**config.mk**
```make
export PLATFORM = sky130hd
export DESIGN_NAME = rr_select_arbiter
export DESIGN_NICKNAME = d
export VERILOG_FILES = /design/src/rtl/arb_pkg.sv /design/src/rtl/rr_priority_pick.sv /design/src/rtl/rr_select_arbiter.sv
export SDC_FILE = /design/constraint.sdc
export NUM_CORES = 1
export LEC_CHECK = 0
export ABC_AREA = 0
export CORE_MARGIN = 4
export CORE_UTILIZATION = 46
export DETAILED_ROUTE_END_ITERATION = 7
export HOLD_SLACK_MARGIN = 0.08
export PLACE_DENSITY = 0.83
export SYNTH_ARGS = -nofsm -noshare
export SYNTH_HDL_FRONTEND = slang
export SYNTH_HIERARCHICAL = 1
export SYNTH_SLANG_ARGS = --single-unit
```
**constraint.sdc**
```tcl
create_clock -name clk -period 3.35 [get_ports clk]
set_input_delay 0.67 -clock clk [delete_from_list [all_inputs] [get_ports clk]]
set_output_delay 0.67 -clock clk [all_outputs]
set_load 0.03 [all_outputs]
```
**src/rtl/arb_pkg.sv**
```systemverilog
// Shared types and helpers for the round-robin select arbiters.
package arb_pkg;

  typedef enum logic {IDLE, BUSY} arb_state_t;

  localparam int unsigned MaxPorts = 16;

  // Index width for n items, never narrower than one bit.
  function automatic int unsigned clog2_min1(input int unsigned n);
    int unsigned r;
    r = 1;
    for (int unsigned i = 1; i < 32; i++) begin
      if ((32'd1 << i) < n) r = i + 1;
    end
    return r;
  endfunction

  // One-hot vector with bit idx set; callers truncate to their port count.
  function automatic logic [MaxPorts-1:0] onehot_from_idx(input logic [3:0] idx);
    return {{(MaxPorts-1){1'b0}}, 1'b1} << idx;
  endfunction

endpackage

```
**src/rtl/rr_priority_pick.sv**
```systemverilog
// Rotating-priority picker: first set bit of reqMask at or after startPtr, modulo PortCount.
module rr_priority_pick #(
  parameter int unsigned PortCount = 4,
  parameter int unsigned IdxWidth  = 2
) (
  input  logic [PortCount-1:0] reqMask,
  input  logic [IdxWidth-1:0]  startPtr,
  output logic                 found,
  output logic [IdxWidth-1:0]  idx
);

  logic [2*PortCount-1:0] doubled;
  logic [PortCount-1:0]   rotated;
  logic                   hit;
  int unsigned            offset;
  int unsigned            sum;

  // Rotate so startPtr becomes bit 0, fixed-priority encode, then un-rotate with explicit modulo.
  always_comb begin
    doubled = {reqMask, reqMask};
    rotated = doubled[startPtr +: PortCount];
    found   = |rotated;
    hit     = 1'b0;
    offset  = 0;
    for (int unsigned k = 0; k < PortCount; k++) begin
      if (rotated[k] && !hit) begin
        offset = k;
        hit    = 1'b1;
      end
    end
    sum = offset + 32'(startPtr);
    if (sum >= PortCount) sum = sum - PortCount;
    idx = IdxWidth'(sum);
  end

endmodule

```
**src/rtl/rr_select_arbiter.sv**
```systemverilog
// Round-robin arbiter with burst lock; drives the sel of a downstream Multiplexer.
module rr_select_arbiter
  import arb_pkg::*;
#(
  parameter int unsigned PortCount = 4,
  parameter int unsigned BitWidth  = 8
) (
  input  logic                 clk,
  input  logic                 rst_n,
  input  logic [PortCount-1:0] req,
  input  logic [PortCount-1:0] last,
  input  logic                 out_ready,
  output logic [PortCount-1:0] sel,
  output logic [PortCount-1:0] grant,
  output logic                 out_valid,
  output logic [PortCount-1:0] src_ready
);

  localparam int unsigned IdxWidth = clog2_min1(PortCount);

  if (PortCount < 2 || PortCount > MaxPorts || BitWidth < 1) begin : gParamCheck
    $error("rr_select_arbiter: PortCount must be 2..16 and BitWidth at least 1");
  end

  arb_state_t           state, stateNext;
  logic [IdxWidth-1:0]  ptr, ptrNext;
  logic [IdxWidth-1:0]  selIdx, selNext;
  logic [PortCount-1:0] grantNext;
  logic [IdxWidth-1:0]  nextPtr, pickStart, pickIdx;
  logic [PortCount-1:0] pickMask;
  logic                 pickFound;
  logic                 burstEnd;

  assign nextPtr   = (selIdx == IdxWidth'(PortCount - 1)) ? '0 : selIdx + 1'b1;
  assign burstEnd  = (state == BUSY) && req[selIdx] && last[selIdx] && out_ready;
  // At burst end the finishing owner is masked out; it can win again only via IDLE.
  assign pickMask  = (state == BUSY) ? (req & ~grant) : req;
  assign pickStart = (state == BUSY) ? nextPtr : ptr;

  rr_priority_pick #(
    .PortCount (PortCount),
    .IdxWidth  (IdxWidth)
  ) uPick (
    .reqMask  (pickMask),
    .startPtr (pickStart),
    .found    (pickFound),
    .idx      (pickIdx)
  );

  // State, pointer and owner registers; reset aborts any burst in progress.
  always_ff @(posedge clk or negedge rst_n) begin
    if (!rst_n) begin
      state  <= IDLE;
      ptr    <= '0;
      selIdx <= '0;
      grant  <= '0;
    end else begin
      state  <= stateNext;
      ptr    <= ptrNext;
      selIdx <= selNext;
      grant  <= grantNext;
    end
  end

  // Next owner: grant from IDLE, hold while locked, re-arbitrate on the accepting last beat.
  always_comb begin
    stateNext = state;
    ptrNext   = ptr;
    selNext   = selIdx;
    grantNext = grant;
    unique case (state)
      IDLE: begin
        if (pickFound) begin
          selNext   = pickIdx;
          grantNext = PortCount'(onehot_from_idx(4'(pickIdx)));
          stateNext = BUSY;
        end
      end
      BUSY: begin
        if (burstEnd) begin
          ptrNext = nextPtr;
          if (pickFound) begin
            selNext   = pickIdx;
            grantNext = PortCount'(onehot_from_idx(4'(pickIdx)));
          end else begin
            grantNext = '0;
            stateNext = IDLE;
          end
        end
      end
      default: begin
        stateNext = IDLE;
        grantNext = '0;
      end
    endcase
  end

  assign sel       = PortCount'(selIdx);
  assign out_valid = (state == BUSY) && req[selIdx];
  assign src_ready = grant & {PortCount{out_ready}};

endmodule

```
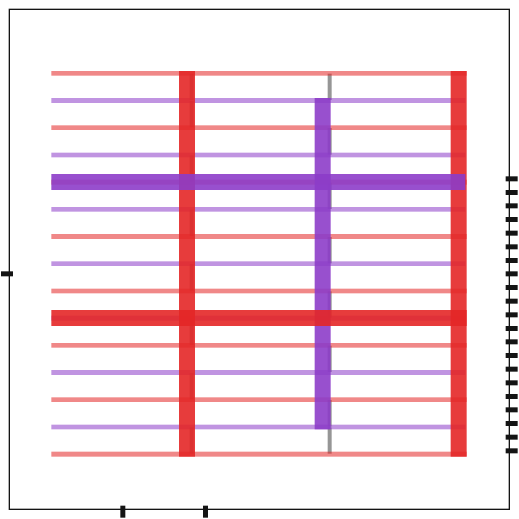
Fig. 1. PDN straps and rails.
Drawn at 10 px/um. Pins as bars on the die edge. Tap cells in gray.
Key: red = VSS; purple = VDD
15 met1 rails follow the rows. 24 signal pins sit on the boundary. The core has 14 rows. 2 straps on met5.
core area: 1580 um^2
Die X: 49.9 um
worst vdd ir: 551 uV

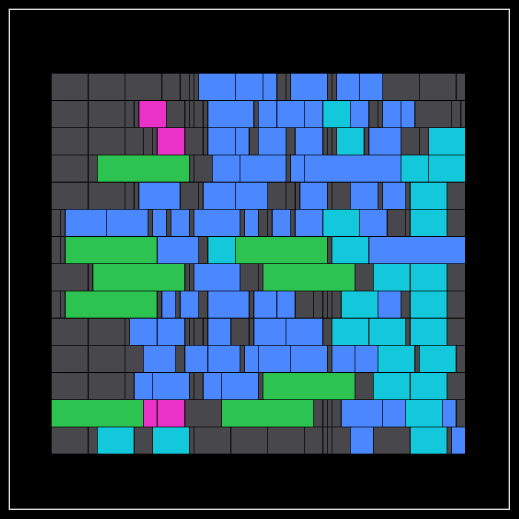
Fig. 2. Cells colored by class.
Drawn at 10 px/um. Fill, decap, tap and diode cells in gray.
Key: magenta = clock drivers and dummy loads [cells 4]; green = sequential cells [cells 9]; cyan = remaining buffers and delay cells [cells 25]; blue = remaining logic cells [cells 68]
num rows: 14
final core occ: 66.6%
final instance area: 1050 um^2

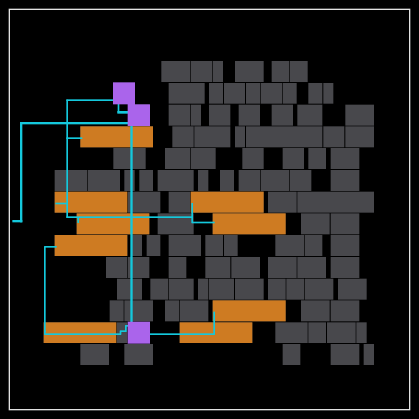
Fig. 3. Clock network drawn from the DEF.
Drawn at 8 px/um.
Key: orange = flip-flops [count 9]; purple = clock-net drivers [count 3]; cyan = clock wires [length 145 um]
There are 4 routed clock nets.
clock power share: 7.4%
clk latency late pin: 260 ps
Worst Skew: 7.58 ps
P_clk: 0.0842 mW

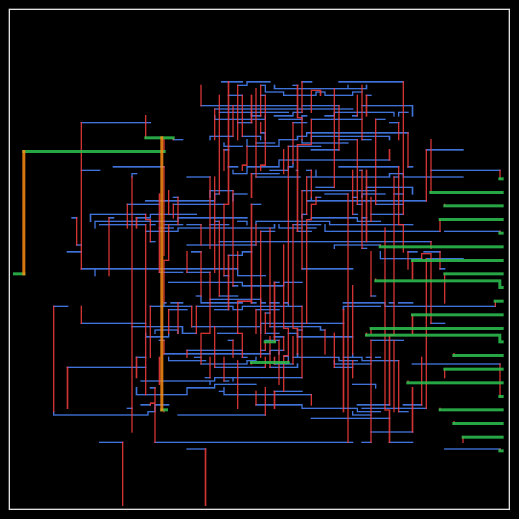
Fig. 4. Signal wires by layer.
Drawn at 10 px/um.
Key: orange = M4 [wire length 39.4 um]; red = M2 [wire length 774 um]; blue = M1 [wire length 852 um]; green = M3 [wire length 155 um]
Post-Route WL: 1820 um
Total GRT Usage: 15.8%
via count: 726
wire per inst: 14.9 um

==> report_power, final <==
group	switching (mW)	internal [mW]	leakage (nW)	total, mW
clock network	0.0382	0.0459	0.0150	0.0842
registers	0.0537	0.160	0.106	0.213
logic	0.440	0.406	0.308	0.846
total	0.532	0.611	0.430	1.14
==> registers in the layout, summed over array words and instances, names as in the netlist <==
signal  cells
ptr         2
grant       4
selIdx      2
state       1
==> layer usage <==
metal | up-vias | wire, um | track usage, %
met5 | - | 0 | 0
met4 | 0 | 39 | 8.29
met3 | 4 | 154 | 4.52
met2 | 29 | 773 | 23.1
met1 | 339 | 852 | 21.0
li1 | 354 | - | -
==> logic make-up (layout without fill, tap and decap cells) <==
group | Yosys count | count (layout) | synth area share [%]
compound gates | 20 | 20 | 18.8
xor+xnor | 2 | 2 | 2.17
fa+ha+maj | 2 | 2 | 3.11
buf+inv | 8 | 31 | 6.68
flops | 9 | 9 | 28.0
mux | 11 | 11 | 18.5
other cells | 1 | 2 | 0.465
simple gates | 29 | 29 | 22.4
==> cells in the mapped netlist, drive strengths merged (3+ instances only) <==
cell	instances	area, um^2
a21boi	4	30.0
a221oi	4	35.0
nor2	3	11.3
a21oi	3	15.0
nand2b	3	18.8
mux2	5	56.3
buf	5	42.5
and2	5	31.3
nor3	6	30.0
mux2i	4	40.0
nand2	3	11.3
dfrtp	9	225
==> layout make-up <==
class / instances / area, um^2 / area share (%)
timing repair buffer: 25 / 240 / 22.9
inverter: 2 / 7.51 / 0.715
sequential: 9 / 225 / 21.5
tap: 16 / 20.0 / 1.91
multi-input combinational: 66 / 531 / 50.5
clock buffer: 4 / 26.3 / 2.50
==> impl_metrics.toml <==
# yosys + openroad results
[run_status]
status = "completed"

[final_timing]
max_freq_mhz = 320
slew-limit-headroom_pct = 63.2
fin_crit_sh_pct = 93.2

[worst_setup_path]
crit_start = "req[1]"
cp_max_fo = 5
worstPathArrival_ps = 3280
critPathKind = "input port to flip-flop"
rr_endpoint = "grant[0]$_DFFE_PN0P_"
worst_path_largest_cell_delay_ps = 480
start_kind = "input port"

[placement]
place_ws_ps = -24.7
place.gp.congestion = 0.737
dp_hpwl_um = 1420

[layout]
fin_nets = 120
n_fill_cell = 131
drive_gt1_share_pct = 17.0

[run]
drv_cap = 0

[power_and_ir_drop]
p_per_area_nw_per_um2 = 1090

[synthesis]
avgSynthCellArea_um2 = 9.83
ys_seq_share_pct = 28.0
ys.flop_type = "dfrtp_1"

[clock_tree]
clock_path_buffers = 2
cts-htree-levels = 1

[global_routing]
grt_max_degree = 15

[routing]
drt_iter0_drc = 10
No activity file was given, so power comes from the tool's default toggle rates.
